==> src/rtl/microgreen_pkg.sv <==
// Shared definitions for the microgreen sensor front end and classifier.
// Holds the frame geometry, the default checksum key, the receiver FSM
// state encoding, and the ui_in field slice positions that the classifier
// also uses.
package microgreen_pkg;

    localparam int unsigned FRAME_BITS        = 24;
    localparam logic [7:0]  CHECK_KEY_DEFAULT = 8'hA5;

    // Field positions inside the classifier ui_in byte {color, texture}
    localparam int unsigned COLOR_MSB   = 7;
    localparam int unsigned COLOR_LSB   = 4;
    localparam int unsigned TEXTURE_MSB = 3;
    localparam int unsigned TEXTURE_LSB = 0;

    typedef enum logic [1:0] {
        ST_IDLE,
        ST_SHIFT,
        ST_CHECK,
        ST_PUBLISH
    } state_t;

    // Expected trailer byte for a frame carrying b0/b1
    function automatic logic [7:0] frame_checksum(input logic [7:0] b0,
                                                  input logic [7:0] b1,
                                                  input logic [7:0] key);
        return b0 ^ b1 ^ key;
    endfunction

endpackage

==> src/rtl/microgreen_sync_edge.sv <==
// Multi-flop synchronizer for an asynchronous single-bit input, followed by
// an edge detector working on the last two synchronized samples.
// Ports:
//   clk   - system clock
//   rst   - synchronous active-high reset (chain loads RESET_VALUE)
//   din   - asynchronous input
//   rise  - one-cycle pulse on a synchronized 0->1 transition
//   fall  - one-cycle pulse on a synchronized 1->0 transition
module microgreen_sync_edge #(
    parameter int unsigned SYNC_STAGES = 2,
    parameter logic        RESET_VALUE = 1'b0
) (
    input  logic clk,
    input  logic rst,
    input  logic din,
    output logic rise,
    output logic fall
);

    logic [SYNC_STAGES-1:0] chain;
    logic                   prev;

    always_ff @(posedge clk) begin
        if (rst) begin
            chain <= {SYNC_STAGES{RESET_VALUE}};
            prev  <= RESET_VALUE;
        end else begin
            chain <= {chain[SYNC_STAGES-2:0], din};
            prev  <= chain[SYNC_STAGES-1];
        end
    end

    always_comb begin
        rise = chain[SYNC_STAGES-1] & ~prev;
        fall = ~chain[SYNC_STAGES-1] & prev;
    end

endmodule

==> src/rtl/microgreen_feature_rx.sv <==
// Serial feature-frame receiver feeding the microgreen BNN classifier.
// Receives 24-bit frames {B0=color/texture, B1=height, B2=checksum} from the
// sensor MCU, validates length and checksum, and publishes the feature bytes
// through a valid/ack handshake. Keeps sticky error flags and a saturating
// rejected-frame counter.
// Ports:
//   clk, rst               - system clock, synchronous active-high reset
//   sclk_in, sdata_in      - async serial clock/data (data sampled on sclk rise)
//   cs_n_in                - async active-low frame enable
//   feat_ui, feat_height   - published feature words (ui_in / uio_in format)
//   feat_valid, feat_ack   - publish handshake
//   frame_err, chk_err     - sticky length/timeout and checksum errors
//   overrun                - sticky: good frame dropped while slot occupied
//   err_count              - saturating count of rejected frames
//   err_clr                - clears sticky flags and err_count
module microgreen_feature_rx
    import microgreen_pkg::*;
#(
    parameter int unsigned SYNC_STAGES    = 2,
    parameter logic [7:0]  CHECK_KEY      = CHECK_KEY_DEFAULT,
    parameter int unsigned TIMEOUT_CYCLES = 4096
) (
    input  logic       clk,
    input  logic       rst,
    input  logic       sclk_in,
    input  logic       sdata_in,
    input  logic       cs_n_in,
    output logic [7:0] feat_ui,
    output logic [7:0] feat_height,
    output logic       feat_valid,
    input  logic       feat_ack,
    output logic       frame_err,
    output logic       chk_err,
    output logic       overrun,
    output logic [7:0] err_count,
    input  logic       err_clr
);

    localparam int unsigned TO_W = (TIMEOUT_CYCLES > 2) ? $clog2(TIMEOUT_CYCLES) : 1;
    localparam logic [TO_W-1:0] TO_LIMIT = TO_W'(TIMEOUT_CYCLES - 1);
    localparam logic [4:0] BIT_CNT_MAX = 5'd25;

    // ---------------- input synchronization ----------------
    logic sclk_rise, sclk_fall, cs_rise, cs_fall;
    logic [SYNC_STAGES-1:0] sdata_sync;
    logic sdata_s;

    microgreen_sync_edge #(
        .SYNC_STAGES (SYNC_STAGES),
        .RESET_VALUE (1'b0)
    ) u_sclk_sync (
        .clk  (clk),
        .rst  (rst),
        .din  (sclk_in),
        .rise (sclk_rise),
        .fall (sclk_fall)
    );

    // cs_n idles high, so its chain resets high to avoid a phantom edge
    microgreen_sync_edge #(
        .SYNC_STAGES (SYNC_STAGES),
        .RESET_VALUE (1'b1)
    ) u_cs_sync (
        .clk  (clk),
        .rst  (rst),
        .din  (cs_n_in),
        .rise (cs_rise),
        .fall (cs_fall)
    );

    // Same depth as the sclk chain so data lines up with the detected edge
    always_ff @(posedge clk) begin
        if (rst) sdata_sync <= '0;
        else     sdata_sync <= {sdata_sync[SYNC_STAGES-2:0], sdata_in};
    end
    assign sdata_s = sdata_sync[SYNC_STAGES-1];

    // ---------------- FSM ----------------
    state_t state, state_next;

    logic [FRAME_BITS-1:0] shift_reg;
    logic [4:0]            bit_cnt;
    logic [TO_W-1:0]       to_cnt;

    logic sclk_edge, timeout_hit;
    logic len_bad, sum_bad, slot_busy, accept;
    logic clear_frame, shift_en;
    logic set_frame_err, set_chk_err, set_overrun, err_inc, load_features;

    // Any sclk transition proves the master is alive
    assign sclk_edge   = sclk_rise | sclk_fall;
    assign timeout_hit = (state == ST_SHIFT) && !sclk_edge && (to_cnt == TO_LIMIT);

    assign len_bad   = (bit_cnt != 5'(FRAME_BITS));
    assign sum_bad   = (shift_reg[7:0] != frame_checksum(shift_reg[23:16], shift_reg[15:8], CHECK_KEY));
    assign slot_busy = feat_valid & ~feat_ack;
    assign accept    = ~len_bad & ~sum_bad & ~slot_busy;

    always_ff @(posedge clk) begin
        if (rst) state <= ST_IDLE;
        else     state <= state_next;
    end

    always_comb begin
        state_next = state;
        unique case (state)
            ST_IDLE:    if (cs_fall) state_next = ST_SHIFT;
            ST_SHIFT: begin
                if (timeout_hit)  state_next = ST_IDLE;
                else if (cs_rise) state_next = ST_CHECK;
            end
            ST_CHECK:   state_next = accept ? ST_PUBLISH : ST_IDLE;
            ST_PUBLISH: state_next = ST_IDLE;
            default:    state_next = ST_IDLE;
        endcase
    end

    always_comb begin
        clear_frame   = 1'b0;
        shift_en      = 1'b0;
        set_frame_err = 1'b0;
        set_chk_err   = 1'b0;
        set_overrun   = 1'b0;
        load_features = 1'b0;
        unique case (state)
            ST_IDLE:  clear_frame = cs_fall;
            ST_SHIFT: begin
                shift_en      = sclk_rise;
                set_frame_err = timeout_hit;
            end
            ST_CHECK: begin
                set_frame_err = len_bad;
                set_chk_err   = ~len_bad & sum_bad;
                set_overrun   = ~len_bad & ~sum_bad & slot_busy;
                // Registered on the way into PUBLISH so the words are
                // visible during the PUBLISH cycle itself
                load_features = accept;
            end
            default: ;
        endcase
        err_inc = set_frame_err | set_chk_err | set_overrun;
    end

    // ---------------- frame datapath ----------------
    always_ff @(posedge clk) begin
        if (rst) begin
            shift_reg <= '0;
            bit_cnt   <= '0;
            to_cnt    <= '0;
        end else begin
            if (clear_frame) begin
                shift_reg <= '0;
                bit_cnt   <= '0;
            end else if (shift_en) begin
                shift_reg <= {shift_reg[FRAME_BITS-2:0], sdata_s};
                if (bit_cnt != BIT_CNT_MAX) bit_cnt <= bit_cnt + 5'd1;
            end

            if (clear_frame || (state == ST_SHIFT && sclk_edge)) to_cnt <= '0;
            else if (state == ST_SHIFT)                         to_cnt <= to_cnt + TO_W'(1);
        end
    end

    // ---------------- publish handshake ----------------
    always_ff @(posedge clk) begin
        if (rst) begin
            feat_ui     <= '0;
            feat_height <= '0;
            feat_valid  <= 1'b0;
        end else if (load_features) begin
            feat_ui[COLOR_MSB:COLOR_LSB]     <= shift_reg[16+COLOR_MSB:16+COLOR_LSB];
            feat_ui[TEXTURE_MSB:TEXTURE_LSB] <= shift_reg[16+TEXTURE_MSB:16+TEXTURE_LSB];
            feat_height                      <= shift_reg[15:8];
            feat_valid                       <= 1'b1;
        end else if (feat_valid && feat_ack) begin
            feat_valid <= 1'b0;
        end
    end

    // ---------------- error statistics ----------------
    always_ff @(posedge clk) begin
        if (rst) begin
            frame_err <= 1'b0;
            chk_err   <= 1'b0;
            overrun   <= 1'b0;
            err_count <= '0;
        end else begin
            // A new error in the clear cycle survives the clear
            frame_err <= set_frame_err | (frame_err & ~err_clr);
            chk_err   <= set_chk_err   | (chk_err   & ~err_clr);
            overrun   <= set_overrun   | (overrun   & ~err_clr);
            if (err_clr)
                err_count <= err_inc ? 8'd1 : 8'd0;
            else if (err_inc && err_count != 8'hFF)
                err_count <= err_count + 8'd1;
        end
    end

endmodule

==> config.mk <==
export PLATFORM = sky130hd
export DESIGN_NAME = microgreen_feature_rx
export DESIGN_NICKNAME = d
export VERILOG_FILES = /design/src/rtl/microgreen_pkg.sv /design/src/rtl/microgreen_sync_edge.sv /design/src/rtl/microgreen_feature_rx.sv
export SDC_FILE = /design/constraint.sdc
export NUM_CORES = 1
export LEC_CHECK = 0
export ABC_AREA = 1
export CAP_MARGIN = 40
export CORE_MARGIN = 1
export CORE_UTILIZATION = 30
export CTS_BUF_LIST = sky130_fd_sc_hd__clkbuf_16
export DETAILED_ROUTE_END_ITERATION = 12
export GPL_TIMING_DRIVEN = 1
export PLACE_DENSITY = 0.47
export REMOVE_ABC_BUFFERS = 1
export SLEW_MARGIN = 25
export SYNTH_ARGS = -nofsm -noshare
export SYNTH_HDL_FRONTEND = slang
export SYNTH_SLANG_ARGS = --single-unit
==> constraint.sdc <==
create_clock -name clk -period 2.08 [get_ports clk]
set_clock_uncertainty 0.1 [all_clocks]
set_input_delay 0.416 -clock clk [delete_from_list [all_inputs] [get_ports clk]]
set_output_delay 0.416 -clock clk [all_outputs]
set_load 0.005 [all_outputs]
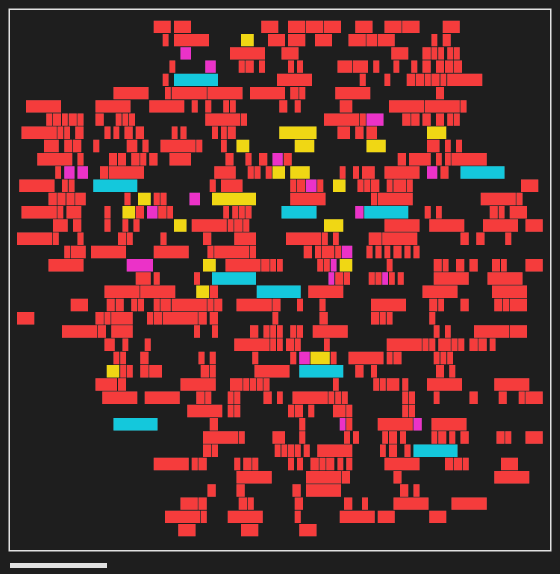
Fig. 1. Cell sizes after repair (run 1).
Bar = 20 um.
| size | colour | cells | share | most used |
|---|---|---|---|---|
| x6 and larger | cyan | 10 | 1.9% | clkbuf_16 |
| x3 and x4 | yellow | 19 | 3.5% | buf_4 |
| x1 and smaller | red | 491 | 91% | nand2_1 |
| x2 | magenta | 19 | 3.5% | nand2_2 |

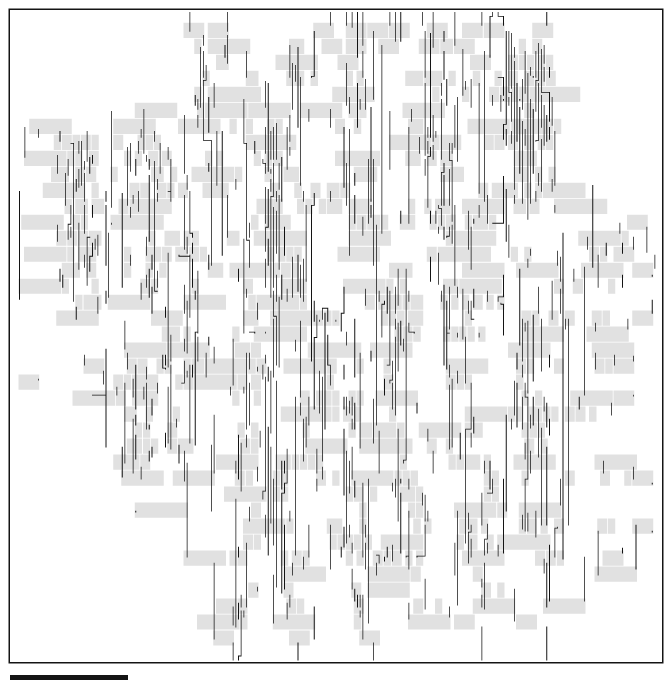
Fig. 2. Metal 2 (run 1).
Bar = 20 um.
share of all routed wire: 46%
main direction: vertical
longest straight run: 55.4 um

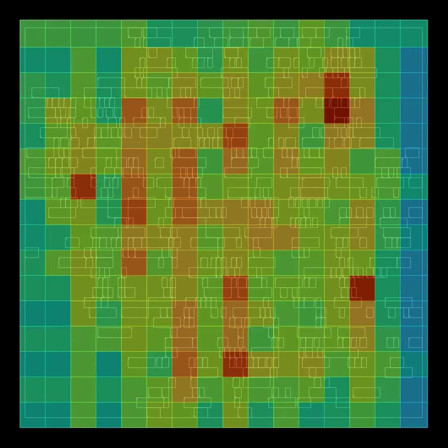
Fig. 3. Congestion heat map (run 1).
Total Routing Usage GR: 0.139
Global Route met3 Usage: 0.0454
routed length per placed instance: 11.3 um
met1 usage: 0.170
busiest layer in global routing: met2

## run 1: final timing paths
kind | to | depth (start not counted) | slack, ns
worst max-delay path | err_count[4] | 12 | 0.21
worst min-delay path | u_cs_sync.chain[1] | 1 | 0.32
worst max register to register | err_count[4] | 12 | 0.21
worst min register to register | u_cs_sync.chain[1] | 1 | 0.32
## run 1: routing by layer
layer	track usage	vias to the layer above	wire length, um
li1	-	1642	-
met3	0.0454	14	255
met2	0.222	35	3590
met4	0.0640	0	135
met5	0	-	0
met1	0.170	1351	3740
## run 1: kinds of logic after synthesis
logic type,share of synthesized area
compound gates,0.127
xor+xnor,0.0172
fa+ha+maj,0.0352
buf+inv,0.0918
flops,0.444
simple gates,0.285
## run 1: area by class of cell
class / instances / area share
Clock buffer: 9 / 0.0513
Clock inverter: 7 / 0.00741
Inverter: 71 / 0.0607
Multi-Input combinational cell: 328 / 0.380
Sequential cell: 79 / 0.360
Tap cell: 143 / 0.0408
Timing Repair Buffer: 45 / 0.0992
## run 1: synth_stat cells (all sizes together)
library cell,n,share of area
buf,7,0.0095
nand4,6,0.015
xnor2,1,0.0025
nor3,12,0.017
a21boi,2,0.0042
nand2,146,0.17
or2,3,0.0053
a21oi,57,0.080
clkbuf,7,0.0074
nor4,1,0.0018
xor2,6,0.015
nand3,15,0.023
nor2,28,0.034
o21ai,30,0.042
dfxtp,79,0.44
ha,10,0.035
nor3b,1,0.0021
nand3b,10,0.021
inv,71,0.075
## run 1: power groups by stage
stage,Clock (mW),Sequential [mW],Combinational [mW]
6_report,1.40,1.55,0.206
5_1_grt,1.53,1.56,0.234
3_5_place_dp,0,1.58,0.204
3_3_place_gp,0,1.59,0.202
4_1_cts,1.47,1.55,0.205
2_1_floorplan,0,1.58,0.121
==> results.txt, run 1 <==
yosys + openroad results -> pwr dens=719 mW/mm2, Slew @ Worst Pin=0.392 ns, CP Cell Sequence=inv_1 -> ha_1 -> nand2_1 -> nor3_1 -> nand3_1 -> nand2_1 -> a21oi_1 -> nand2_4 -> nand2_4 -> nand3_1 -> nand2_1 -> inv_1, most numerous logic cell after layout=nand2_1, Hold WS=0.315 ns, Die Span Y=111 um, max_slew headroom=0.737, via count=3042, Flop area=0.00158 mm2, status=finished clean, Crit Path Max Fanout=8, switch share=0.239, die width=111 um, initial antenna violation count=0, clk buf depth=2, share of layout cells above drive strength 1=0.0891, clk slew on worst S/H paths=0.06 ns, Placed Area=0.00411 mm2, Yosys warning count=0, data required time at the worst endpoint=2.22 ns, Design Area, Final=0.00439 mm2, Final Non-Filler Cells=682, core area=0.0115 mm2, Cells after DPL=666, CP endpoint kind=register, CP max stage cell=dfxtp_1, CTS tree=yes
Fig. 4: run 1, zoomed window
Bar = 10 um. Window x 35 to 75, y 13 to 53 um. Cells in grey, sequential cells in the stronger grey; small squares are vias.
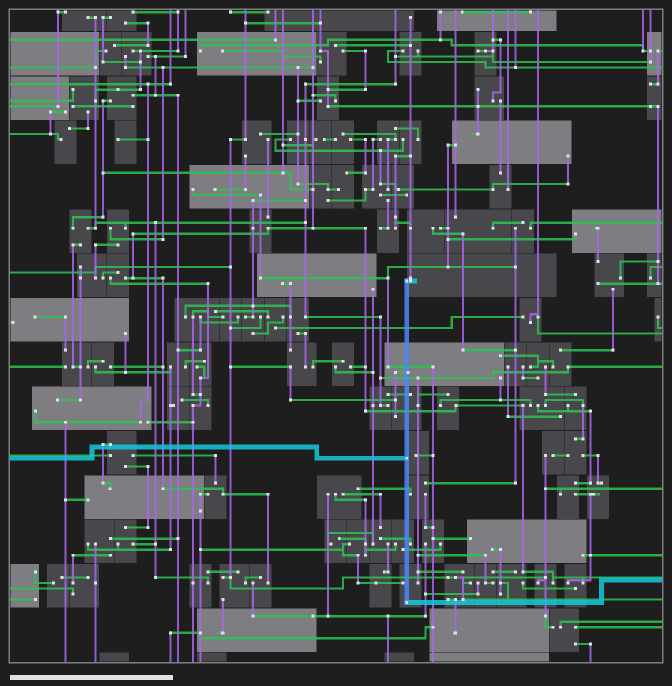

## Run 2: what changed since run 1
- CTS_BUF_LIST: sky130_fd_sc_hd__clkbuf_16 -> default
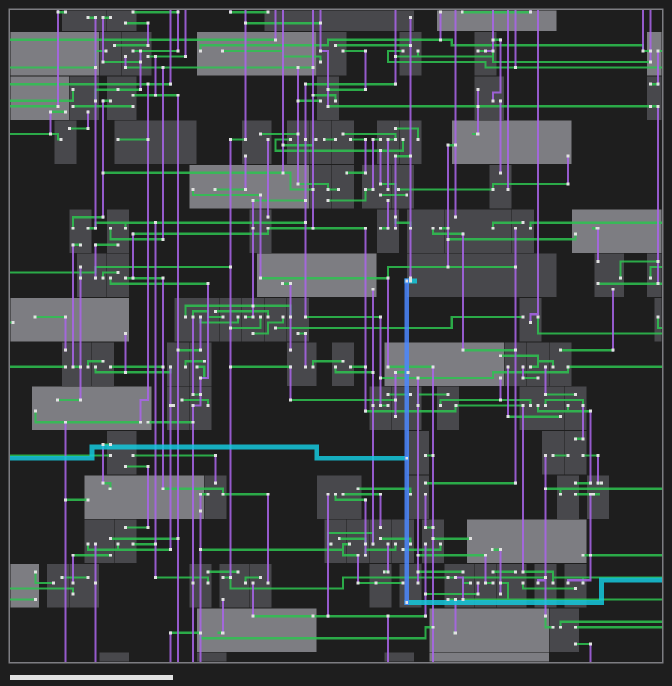
Fig. 5. Zoomed window (run 2).
Bar = 10 um. Window x 35 to 75, y 13 to 53 um. Cells in grey, sequential cells in the stronger grey; small squares are vias.
| layer | colour |
|---|---|
| M2 | purple |
| M3 | cyan |
| M1 | green |
| M4 | blue |
sequential cells in the window: 13
netlist names of flops here include: shift_reg (12), feat_height (1)
most frequent: nand2_1 (46), a21oi_1 (15), dfxtp_1 (13)
cells with their middle in the window: 99

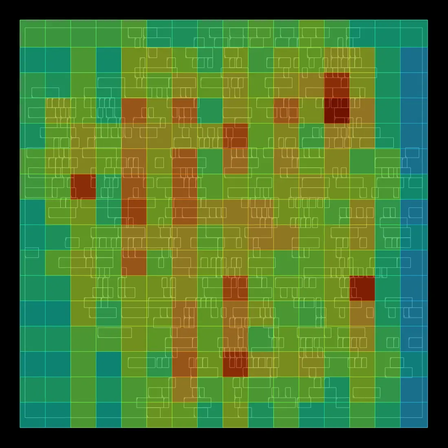
Fig. 6. Congestion heat map (run 2).
met2 Use GR: 0.222
final core utilization: 0.385

==> run 2 against run 1 <==
Core utilization increased by 0.17 points. Register-to-register slack about the same. Worst hold slack barely moved. Final area is 0.46% higher. Critical path type unchanged. Largest cell class unchanged. Synthesized cell count unchanged.
==> results.txt, run 2 <==
yosys + openroad results -> Setup-failing EPs final=0, most numerous logic cell after layout=nand2_1, data required time at the worst endpoint=2.22 ns (about the same), clk buf depth=2 (unchanged), pwr dens=735 mW/mm2 (+2.3%), Top cells by area=dfxtp_1 44%, nand2_1 14%, a21oi_1 8.0%, via count=3041 (-0.033%), clk slew on worst S/H paths=0.06 ns (about the same), Placed Area=0.00411 mm2 (unchanged), Hold WS=0.315 ns (-0.00000500 ns), CP Cell Sequence=inv_1 -> ha_1 -> nand2_1 -> nor3_1 -> nand3_1 -> nand2_1 -> a21oi_1 -> nand2_4 -> nand2_4 -> nand3_1 -> nand2_1 -> inv_1, core area=0.0115 mm2 (unchanged), WP depth=12 (unchanged), status=finished clean, Tmin final=1.87 ns, Crit Path Max Fanout=8 (unchanged), r2r worst-path depth=12 (unchanged), CTS tree=yes, Total Routing Usage GR=0.139 (unchanged), max incr delay on CP=0.30 ns, vias in the first global route=2891, Global Route met3 Usage=0.0454 (unchanged), routed length per placed instance=11.3 um (unchanged), Top cells excl fill/tap=137 x nand2_1, 79 x dfxtp_1, 67 x inv_1, busiest layer in global routing=met2, largest area contributor in the netlist=dfxtp_1, met1 usage=0.170 (unchanged), hold depth=1 (unchanged), Worst Hold Class=reg2reg, Design Area, Final=0.00441 mm2 (+0.46%), FFs w/ async S/R, synth=0 (unchanged), Yosys top cell area share=0.444 (unchanged), Post-synth EDFFs=0 (unchanged), Yosys warning count=0 (unchanged), CTS Root Cell=clkbuf_16, max_slew headroom=0.737 (unchanged), Die Span Y=111 um (unchanged), via/cell ratio=4.46, Commonest flop=dfxtp_1, die width=111 um (unchanged), share of layout cells above drive strength 1=0.0928 (+0.00371), most common cell in the netlist=nand2_1, CP max stage cell=dfxtp_1, Slew @ Worst Pin=0.392 ns (unchanged), CP endpoint kind=register, initial antenna violation count=0 (unchanged), list of most frequent post-synthesis cells=137 x nand2_1, 79 x dfxtp_1, 67 x inv_1
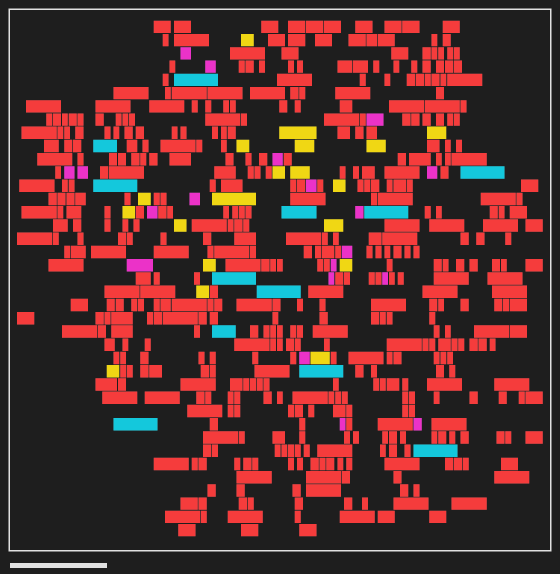
Fig. 7. Cell sizes after repair (run 2).
Bar = 20 um.
| size | colour | cells | share | most used |
|---|---|---|---|---|
| x2 | magenta | 19 | 3.5% | nand2_2 |
| x1 and smaller | red | 489 | 91% | nand2_1 |
| x3 and x4 | yellow | 19 | 3.5% | buf_4 |
| x6 and larger | cyan | 12 | 2.2% | clkbuf_16 |

-- run 2: cell counts after synthesis --
No cell type changed its count.
-- run 2: area by class of cell --
class	instances	area, um2
Clock inverter	3	17.5
Sequential cell	79	1580
Tap cell	143	179
Multi-Input combinational cell	328	1670
Inverter	71	267
Timing Repair Buffer	45	435
Fill cell	1193	7060
Clock buffer	13	260
-- run 2: per-layer routing --
metal / vias up / wire (um)
li1: 1642 / -
met1: 1350 / 3740
met2: 35 / 3590
met3: 14 / 255
met4: 0 / 135
met5: - / 0
-- run 2: repair_timing --
item,CTS,global route
setup buffers,0,0
setup endpoints to repair,0,8
resized,0,5
hold buffers,0,0
-- run 2: through the flow --
step / cells / worst slack [ns]
after floorplan: 478 / -0.279
after global placement: 666 / 0.0764
after detailed placement: 666 / 0.00975
after CTS: 682 / 0.113
after global routing: 682 / 0.0175
final: 682 / 0.209
-- run 2: power by group --
part	total [mW]	internal [mW]	switching, mW
combinational	0.206	0.0824	0.124
clock	1.48	0.870	0.612
sequential	1.55	1.54	0.0192
total	3.24	2.49	0.755
-- run 2: cell families after synthesis --
logic type | count (synthesis) | synth area share
AND-OR/OR-AND | 89 | 0.127
XOR/XNOR | 7 | 0.0172
adder cells (fa/ha/maj) | 10 | 0.0352
buffers and inverters | 85 | 0.0918
flip-flops | 79 | 0.444
AND/OR/NAND/NOR | 222 | 0.285
-- run 2: final timing paths --
path,from,endpoint,slack (ns)
worst max-delay path,u_sclk_sync.prev,err_count[4],0.21
worst min-delay path,u_cs_sync.chain[0],u_cs_sync.chain[1],0.32
worst max register to register,u_sclk_sync.prev,err_count[4],0.21
worst min register to register,u_cs_sync.chain[0],u_cs_sync.chain[1],0.32
Power figures rest on the tool's default switching activity, not on a simulated workload.
